$ cat src/rtl/mux_varredura.sv
// mux_varredura: registered N:1 multiplexer with manual select and an
// automatic round-robin scan over the channels enabled in a mask.
//
// Ports:
//   clk      - clock, all state updates on the rising edge
//   rst_n    - asynchronous active-low reset
//   D        - packed channel data, channel k = D[k*W +: W]
//   S        - channel select (manual mode)
//   modo     - 0 = manual, 1 = scan
//   mascara  - scan-eligible channels, bit k enables channel k
//   Y        - registered data of the selected channel
//   canal    - index of the channel currently on Y
//   valido   - Y holds real channel data
//   troca    - one-cycle pulse when canal changes value
module mux_varredura #(
    parameter  int N     = 4,
    parameter  int W     = 1,
    parameter  int DWELL = 4,
    localparam int SW    = $clog2(N)
) (
    input  logic            clk,
    input  logic            rst_n,
    input  logic [N*W-1:0]  D,
    input  logic [SW-1:0]   S,
    input  logic            modo,
    input  logic [N-1:0]    mascara,
    output logic [W-1:0]    Y,
    output logic [SW-1:0]   canal,
    output logic            valido,
    output logic            troca
);

    // DWELL = 1 still needs a one-bit counter so the register is legal.
    localparam int CW = (DWELL > 1) ? $clog2(DWELL) : 1;

    typedef enum logic [1:0] {MANUAL, VARRE, PARADO} estado_t;

    estado_t         estado_q, estado_d;
    logic [CW-1:0]   cnt_q, cnt_d;
    logic [SW-1:0]   canal_q, canal_d;
    logic [W-1:0]    y_q, y_d;
    logic            valido_q, valido_d;
    logic            troca_q, troca_d;

    // Next enabled channel strictly after c, wrapping N-1 -> 0. The last
    // offset tried is N, i.e. c itself, so a lone enabled channel maps to
    // itself and the scan stays put without a troca pulse.
    function automatic logic [SW-1:0] prox(input logic [SW-1:0] c,
                                           input logic [N-1:0]  m);
        logic [SW-1:0] r;
        logic          achou;
        int            idx;
        r     = c;
        achou = 1'b0;
        for (int off = 1; off <= N; off++) begin
            idx = (int'(c) + off) % N;
            if (!achou && m[idx]) begin
                r     = SW'(idx);
                achou = 1'b1;
            end
        end
        return r;
    endfunction

    always_comb begin
        estado_d = estado_q;
        canal_d  = canal_q;
        cnt_d    = '0;
        valido_d = 1'b0;
        y_d      = '0;

        if (!modo) begin
            // Manual: an out-of-range select blanks Y but leaves canal alone.
            estado_d = MANUAL;
            if (int'(S) < N) begin
                canal_d  = S;
                valido_d = 1'b1;
            end
        end else if (mascara == '0) begin
            estado_d = PARADO;
        end else begin
            estado_d = VARRE;
            valido_d = 1'b1;
            if (estado_q == MANUAL && mascara[canal_q]) begin
                // Entering scan on an enabled channel: give it a full dwell.
                canal_d = canal_q;
            end else if (estado_q != VARRE || !mascara[canal_q]) begin
                // Leaving PARADO, or the current channel is not eligible.
                canal_d = prox(canal_q, mascara);
            end else if (cnt_q == CW'(DWELL - 1)) begin
                canal_d = prox(canal_q, mascara);
            end else begin
                canal_d = canal_q;
                cnt_d   = cnt_q + CW'(1);
            end
        end

        // Y is loaded from the same channel index being loaded into canal.
        if (valido_d) begin
            for (int k = 0; k < N; k++) begin
                if (int'(canal_d) == k) y_d = D[k*W +: W];
            end
        end

        troca_d = (canal_d != canal_q);
    end

    always_ff @(posedge clk or negedge rst_n) begin
        if (!rst_n) begin
            estado_q <= MANUAL;
            cnt_q    <= '0;
            canal_q  <= '0;
            y_q      <= '0;
            valido_q <= 1'b0;
            troca_q  <= 1'b0;
        end else begin
            estado_q <= estado_d;
            cnt_q    <= cnt_d;
            canal_q  <= canal_d;
            y_q      <= y_d;
            valido_q <= valido_d;
            troca_q  <= troca_d;
        end
    end

    assign Y      = y_q;
    assign canal  = canal_q;
    assign valido = valido_q;
    assign troca  = troca_q;

endmodule

$ cat config.mk
export PLATFORM = sky130hd
export DESIGN_NAME = mux_varredura
export DESIGN_NICKNAME = d
export VERILOG_FILES = /design/src/rtl/mux_varredura.sv
export SDC_FILE = /design/constraint.sdc
export NUM_CORES = 1
export LEC_CHECK = 0
export ABC_AREA = 1
export CAP_MARGIN = 20
export CORE_MARGIN = 2
export CORE_UTILIZATION = 44
export DETAILED_ROUTE_END_ITERATION = 16
export PLACE_DENSITY = 0.75
export SLEW_MARGIN = 20
export SYNTH_ARGS = -nofsm -noshare
export SYNTH_HDL_FRONTEND = slang
export SYNTH_SLANG_ARGS = --single-unit
$ cat constraint.sdc
create_clock -name clk -period 1.6 [get_ports clk]
set_input_delay 0.32 -clock clk [delete_from_list [all_inputs] [get_ports clk]]
set_output_delay 0.32 -clock clk [all_outputs]
set_load 0.05 [all_outputs]
==> run_1/layer_met3.png <==
Scale bar: 10 um.
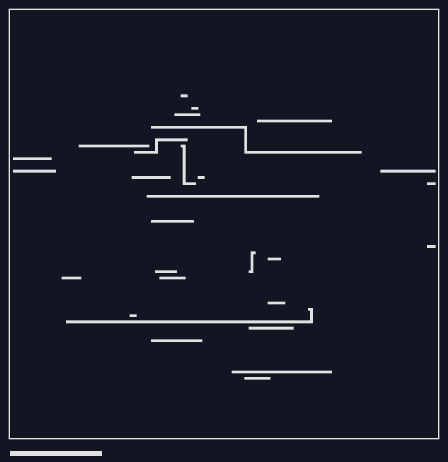
The layer carries 161 um of wire. The layer holds 6.1% of the routed length.

==> run_1/io_fan.png <==
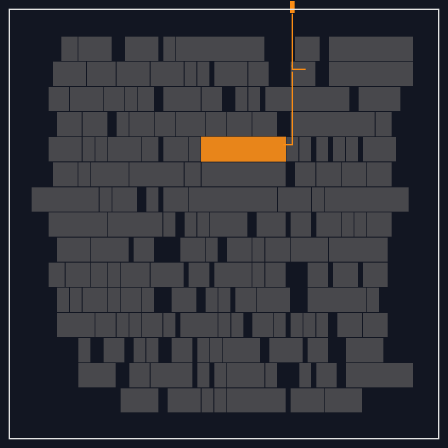
Key: Y = orange [bits 1, direction output, edge north, end cells 1, wire 16.1 um]

==> run notes, run 1 <==
impl run done, here's what came out: maximum buffer depth of the clock tree=2, number of instances in the synthesized netlist=122, count of buffers added by post-CTS timing repair for setup=1, ys async rst share=100%, iteration-0 DRC count of the detailed router=27, CTS hold repair buffers=0, CTS sink count=9, final setup violating endpoints=4, Worst Setup End Kind=register, r2r worst-path depth=15, class of the worst hold path=in -> async, Overall Power=0.00291 W, result of the run=finished with violations, most instantiated logic cells after routing=33 x nand2_1, 22 x buf_4, 16 x nand2_2, P&R area growth vs syn=72.7%, Max Fanout on Critical Path=7, horizontal extent of the die=46.4 um, number of antenna violations at the first check in global routing=0, most common library cell in the layout ignoring fill and taps=nand2_1, Tightest Pin Transition=0.394 ns, max cap viols=0, top cell types by occurrence after synthesis=47 x nand2_1, 15 x nand3_1, 14 x inv_1, library cell used as clock root buffer=clkbuf_4, clock latency of the later-clocked register in the worst-skew pair=0.26 ns, cell area after layout=1360 um^2, post-placement cell area=1150 um^2, combined area of all synthesized cells=790 um^2, worst setup slack after placement=-0.491 ns, routed vias=973, final standard cell utilization of the core=79.9%, relative slew slack=73.6%, worst setup path endpoint=Y, first element of the critical path=canal[0], sum of routed wire length over all layers=2640 um, routability cong.=0.833, post-synthesis sequential area ratio=28.5%, clock power share=6.1%, internal power of the cells=0.00138 W, number of clock buffers inserted by TritonCTS=3, Cell Type Count=22, RR Startpoint=canal[0], CTS tree=done, Die Y=46.4 um, worst-case setup margin in the final layout=-0.398 ns, yosys-reported design area after synthesis=790 um^2, count of tool warnings=29, setup clock skew after layout=0.000970 ns, cell count listed in synth_stat.txt=122, DR pass1 iterations=4, Setup TNS Final=-1.03 ns, first-pass GRT wire length=3540 um, CTS HTree Levels=1, detailed-route DRC error count=0, ANT cells=0, fraction of final layout cells with drive strength greater than 1=49.4%, Worst R2R End=Y, failing checks=negative setup slack, final count of hold timing violations=0, class of the most critical setup path=reg -> reg, final-report max-slew violation count=0, FF-to-FF setup slack=-0.40 ns, Yosys top cell by instances=nand2_1, achievable frequency=501 MHz
==> run_1/placement.png <==
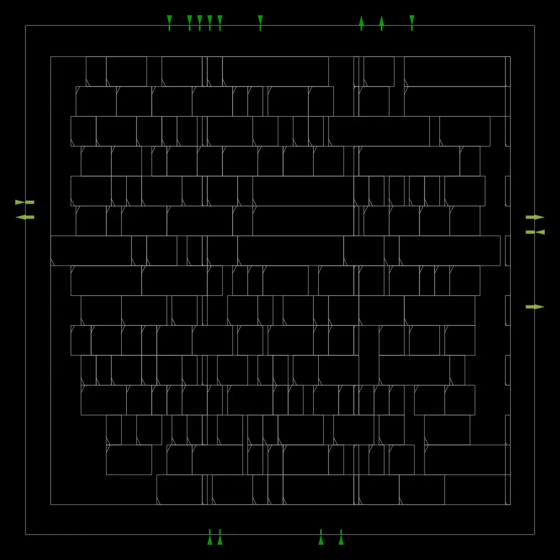
number of cell rows: 15
placeable core area: 1710 um^2
total number of tap cells: 25
filler instances: 114

[run 1: sequential cells by signal (all words and copies together) (netlist names)]
register / count
estado_q: 2
valido: 1
canal: 2
cnt_q: 2
troca: 1
Y: 1
[run 1: critical path, cell delays in order (launching register included)]
cell and delay [ns]:
dfrtp_2 0.50, buf_6 0.16, nand2_1 0.10, nand2_2 0.10, nand2_2 0.10, nand2_4 0.06, nor2_4 0.12, nand2_4 0.08
nand3_2 0.08, nand2_2 0.06, buf_4 0.13, nand3_2 0.08, nand3_1 0.08, nand3_1 0.09, nand2_1 0.06, nor2_1 0.10
[run 1: power groups by stage]
stage | clock [W] | sequential [W] | combinational [W]
after floorplan | 0 | 0.000517 | 0.00104
after global placement | 0 | 0.000353 | 0.00175
after detailed placement | 0 | 0.000356 | 0.00179
after CTS | 0.000180 | 0.000363 | 0.00200
after global routing | 0.000198 | 0.000384 | 0.00254
final | 0.000178 | 0.000376 | 0.00236
[run 1: cell families (layout without fill, tap and decap cells)]
logic type	after synthesis	count (layout)	share of synthesized area (%)
compound gates	4	4	3.96
xor+xnor	1	1	1.11
fa+ha+maj	1	1	1.58
buf+inv	17	59	10.3
flops	9	9	28.5
simple gates	90	90	54.5
[run 1: cell type report]
type	count	area [um^2]	share of cell area, %
Sequential cell	9	228	16.7
Multi-Input combinational cell	96	649	47.6
Tap cell	25	31.3	2.29
Clock buffer	4	26.3	1.93
Timing Repair Buffer	39	362	26.5
Inverter	15	61.3	4.50
Timing Repair inverter	1	6.26	0.459
[run 1: routing by layer]
layer | track usage, % | up-vias | routed length [um]
met5 | 0 | - | 0
met4 | 10.3 | 0 | 94
met3 | 9.41 | 13 | 160
met2 | 38.6 | 42 | 1380
met1 | 26.6 | 450 | 1000
li1 | - | 468 | -
==> run 1 -> run 2 <==
CTS_CLUSTER_SIZE = 24   (was not set)
==> run_2/placement.png <==
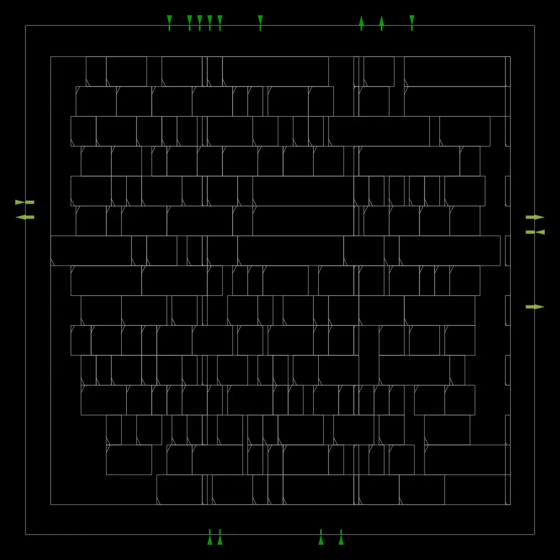
register share of the cell area: 16.7%
FFs & Latches: 9
post-route insts no fill: 189

==> run notes, run 2 <==
impl run done, here's what came out: detailed-route DRC error count=0 (unchanged), fraction of final layout cells with drive strength greater than 1=49.4% (unchanged), Worst Setup End Kind=register, grt met1 use=26.6% (unchanged), CTS hold repair buffers=0 (unchanged), placeable core area=1710 um^2 (unchanged), Cell Type Count=22 (unchanged), ys async rst share=100% (unchanged), Setup TNS Final=-1.03 ns (unchanged), yosys adder share=1.58% (unchanged), routability cong.=0.833 (unchanged), final count of hold timing violations=0 (unchanged), cell count listed in synth_stat.txt=122 (unchanged), worst-case setup margin in the final layout=-0.398 ns (unchanged), number of clock buffers inserted by TritonCTS=3 (unchanged), Overall Power=0.00291 W (unchanged), Leading power group=combinational cells, ANT cells=0 (unchanged), final setup violating endpoints=4 (unchanged), routed vias=973 (unchanged), area occupied by registers=228 um^2 (unchanged), CTS tree=done, result of the run=finished with violations, P&R area growth vs syn=72.7% (unchanged), number of antenna violations at the first check in global routing=0 (unchanged), Tightest Pin Transition=0.394 ns (unchanged), sum of routed wire length over all layers=2640 um (unchanged), achievable frequency=501 MHz (unchanged), layer with the highest usage after global routing=met2, Die Y=46.4 um (unchanged), dominant kind of combinational cell=simple AND/OR/NAND/NOR gates, yosys-reported design area after synthesis=790 um^2 (unchanged), final-report max-slew violation count=0 (unchanged), clock network power consumption=0.000178 W (about the same), library cell used as clock root buffer=clkbuf_4, top cell types by occurrence after synthesis=47 x nand2_1, 15 x nand3_1, 14 x inv_1, met3 routing resource usage after global routing=9.41% (unchanged), horizontal extent of the die=46.4 um (unchanged), maximum buffer depth of the clock tree=2 (unchanged), P_comb=0.00236 W (about the same), filler instances=114 (unchanged), post-placement cell area=1150 um^2 (unchanged), failing checks=negative setup slack
==> run_2/layer_met3.png <==
Scale bar: 10 um.
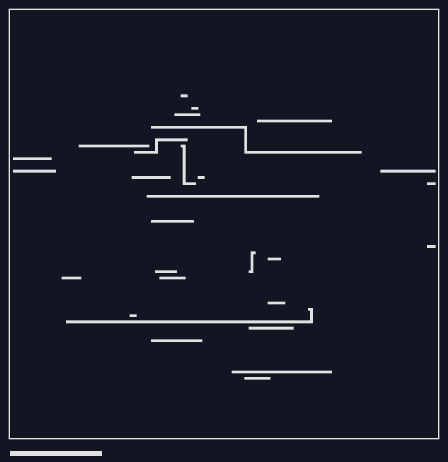
The longest straight run is 26.4 um. The layer holds 6.1% of the routed length. The layer carries 161 um of wire. 22 nets have wire on it. The wires run mostly horizontal.

==> run 2: cell counts in the layout (fill, tap and decap cells not counted) <==
No cell type changed its count.
==> run 2: layer usage <==
layer	up-vias	wire, um
met1	450	1000
li1	468	-
met2	42	1380
met3	13	160
met4	0	94
met5	-	0
==> run 2: cell families (layout without fill, tap and decap cells) <==
logic type,count (synthesis),after routing
compound gates,4,4
xor+xnor,1,1
simple gates,90,90
buf+inv,17,59
flops,9,9
fa+ha+maj,1,1
==> run 2: final timing paths <==
check | start | to | slack, ns | cells after the start
worst min-delay path | rst_n | estado_q[0] | 0.34 | 1
worst min register to register | cnt_q[0] | cnt_q[0] | 0.45 | 1
worst max-delay path | canal[0] | Y | -0.40 | 15
worst max register to register | canal[0] | Y | -0.40 | 15
min in group clk | cnt_q[0] | cnt_q[0] | 0.45 | 1
max in group asynchronous | rst_n | canal[0] | 0.95 | 1
==> run 2: what timing repair did <==
item | in CTS | in global routing
resized | 19 | 16
buffers inserted | 1 | 5
cloned | 0 | 1
pin swaps | 7 | 16
setup endpoints to repair | 4 | 4
==> run 2: critical path: stages, from the launching register on <==
cell and delay, ns:
dfrtp_2 0.50, buf_6 0.16, nand2_1 0.10, nand2_2 0.10, nand2_2 0.10, nand2_4 0.06
nor2_4 0.12, nand2_4 0.08, nand3_2 0.08, nand2_2 0.06, buf_4 0.13, nand3_2 0.08
nand3_1 0.08, nand3_1 0.09, nand2_1 0.06, nor2_1 0.10
==> run 2: area by class of cell <==
type                            instances  share of cell area [%]
Clock buffer                            4                    1.93
Inverter                               15                    4.50
Multi-Input combinational cell         96                    47.6
Sequential cell                         9                    16.7
Tap cell                               25                    2.29
Timing Repair Buffer                   39                    26.5
Timing Repair inverter                  1                   0.459
==> run_2/placement_by_type.png <==
Fill, decap, tap and diode cells in grey.
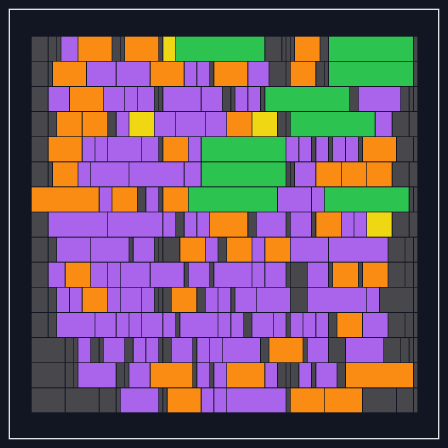

==> run 2 -> run 3 <==
CORE_UTILIZATION = 30   (was 44)
PLACE_DENSITY = 0.55   (was 0.75)
==> run_3/placement_by_type.png <==
Fill, decap, tap and diode cells in grey.
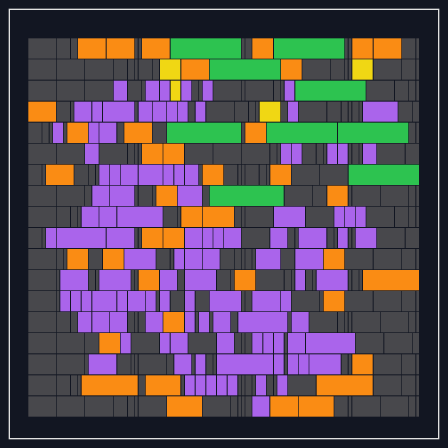
Key: combinational and other logic = purple [cells 111, share of their area 52%]; clock drivers and dummy loads = yellow [cells 4, share of their area 2.0%]; remaining buffers and delay cells = orange [cells 39, share of their area 28%]; sequential cells = green [cells 9, share of their area 17%]

==> run notes, run 3 <==
impl run done, here's what came out: result of the run=finished with violations, failing checks=negative setup slack, Max Fanout on Critical Path=4, final-report max-slew violation count=0 (unchanged), filler instances=239 (+110%), top cell types by occurrence after synthesis=47 x nand2_1, 15 x nand3_1, 14 x inv_1, top cells by area, synth=dfrtp_1 29%, nand2_1 22%, nand3_1 9.5%, routed vias=869 (-11%), Yosys top cell by instances=nand2_1, number of antenna violations at the first check in global routing=0 (unchanged), fraction of final layout cells with drive strength greater than 1=47.9% (-1.5 points), achievable frequency=549 MHz (+9.7%), detailed-route DRC error count=0 (unchanged), NumNets Final=178, xor/xnor cell area share of the yosys netlist=1.11%, sum of routed wire length over all layers=2050 um (-22%), number of global-route vias before repair=821, Top Family by Delay on Critical Path=simple AND/OR/NAND/NOR gates, FF-to-FF setup slack=-0.21 ns (+0.19 ns), maximum single-stage delay on the critical path=0.52 ns (+0.02 ns), CTS tree=done, yosys-reported design area after synthesis=790 um^2 (unchanged), top cell type's share of synthesized area=28.5%, Worst Setup End Kind=register, count of library flops with an enable pin=0, Cell Type Count=22 (unchanged), library cell used as clock root buffer=clkbuf_4, Tightest Pin Transition=0.400 ns (+0.00599 ns), placeable core area=2480 um^2 (+45%), count of tool warnings=29, routability cong.=0.758 (-9.0%), yosys adder share=1.58% (unchanged), ordered cell list for the critical path=clkdlybuf4s50_1 > inv_1 > nand2_1 > nand3_2 > nand2_4 > nor2_4 > nand2_2 > nand2_2 > a21oi_2 > nand2_2 > o21ai_4 > nand2_1 > nor2_1 > nor2_1, number of clock buffers inserted by TritonCTS=3 (unchanged), final count of hold timing violations=0 (unchanged), Die Y=55.3 um (+19%), worst-case setup margin in the final layout=-0.222 ns (+0.176 ns), dominant kind of combinational cell=simple AND/OR/NAND/NOR gates, ys async rst share=100% (unchanged), horizontal extent of the die=55.3 um (+19%), P&R area growth vs syn=71.3%, buffers and inverters on the worst path=2 (unchanged), cell occurring most often along the worst timing path=nand2_2, number of instances in the synthesized netlist=122, Overall Power=0.00274 W (-6.1%), cell count listed in synth_stat.txt=122 (unchanged), maximum buffer depth of the clock tree=2 (unchanged), final setup violating endpoints=3 (-1), ANT cells=0 (unchanged)
==> run_3/placement.png <==
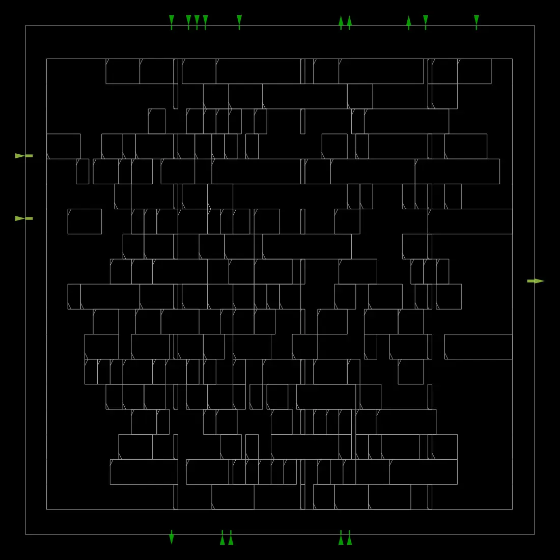
post-route insts no fill: 193
number of cell rows: 18
total number of tap cells: 30
final standard cell utilization of the core: 54.6%
register share of the cell area: 16.8%

-- run 3: what timing repair did --
action	CTS	global route
setup endpoints to repair	4	4
pin swaps	16	15
gates resized	8	22
buffers inserted	6	0
hold buffers	0	0
-- run 3: metal layers --
metal,GRT usage [%],vias up,share of wire (%)
met3,4.22,0,2.3
met5,0,-,0
met4,2.09,0,0
li1,-,465,-
met2,25.0,8,51
met1,16.2,396,47
-- run 3: metrics by stage --
stage | setup TNS [ns] | util (%) | instance area, um^2 | cells
after floorplan | -0.451 | - | 843 | 122
after CTS | -0.545 | 51.1 | 1270 | 193
after global routing | -0.896 | 54.6 | 1350 | 193
after detailed placement | -1.61 | 47.3 | 1170 | 183
final | -0.526 | 54.6 | 1350 | 193
after global placement | -1.49 | 47.3 | 1170 | 183
-- run 3: report_power, final --
group / switching [W] / total, W / internal [W]
combinational: 0.00122 / 0.00220 / 0.000985
sequential: 0.0000701 / 0.000361 / 0.000290
clock: 0.0000781 / 0.000174 / 0.0000960
total: 0.00136 / 0.00274 / 0.00137
-- run 3: worst paths after layout --
path | start | to | cells after the start
hold / removal | rst_n | valido | 1
max in group asynchronous | rst_n | canal[1] | 1
hold reg to reg | cnt_q[0] | cnt_q[0] | 1
min in group clk | cnt_q[0] | cnt_q[0] | 1
setup / recovery | mascara[0] | Y | 14
setup reg to reg | canal[0] | Y | 13
-- run 3: area by class of cell --
class                           count  area (um^2)  area share, %
Multi-Input combinational cell     96          626           46.3
Timing Repair Buffer               39          372           27.5
Inverter                           15         63.8           4.72
Sequential cell                     9          228           16.8
Clock buffer                        4         26.3           1.94
Tap cell                           30         37.5           2.78

## Gallery

Met2 routing.
Cells faint in the background.
panel A
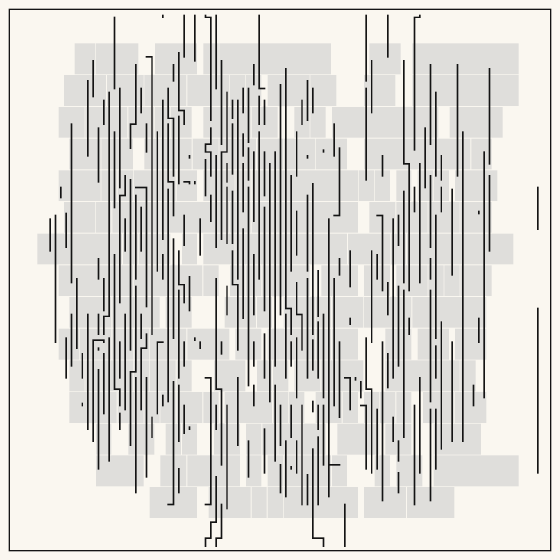
panel B
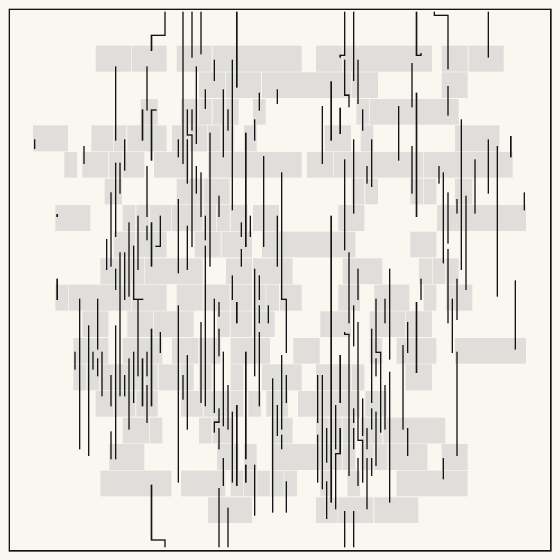
For run 3, see panel B.
For run 2, see panel A.

Power is estimated from default activity; no workload was simulated.
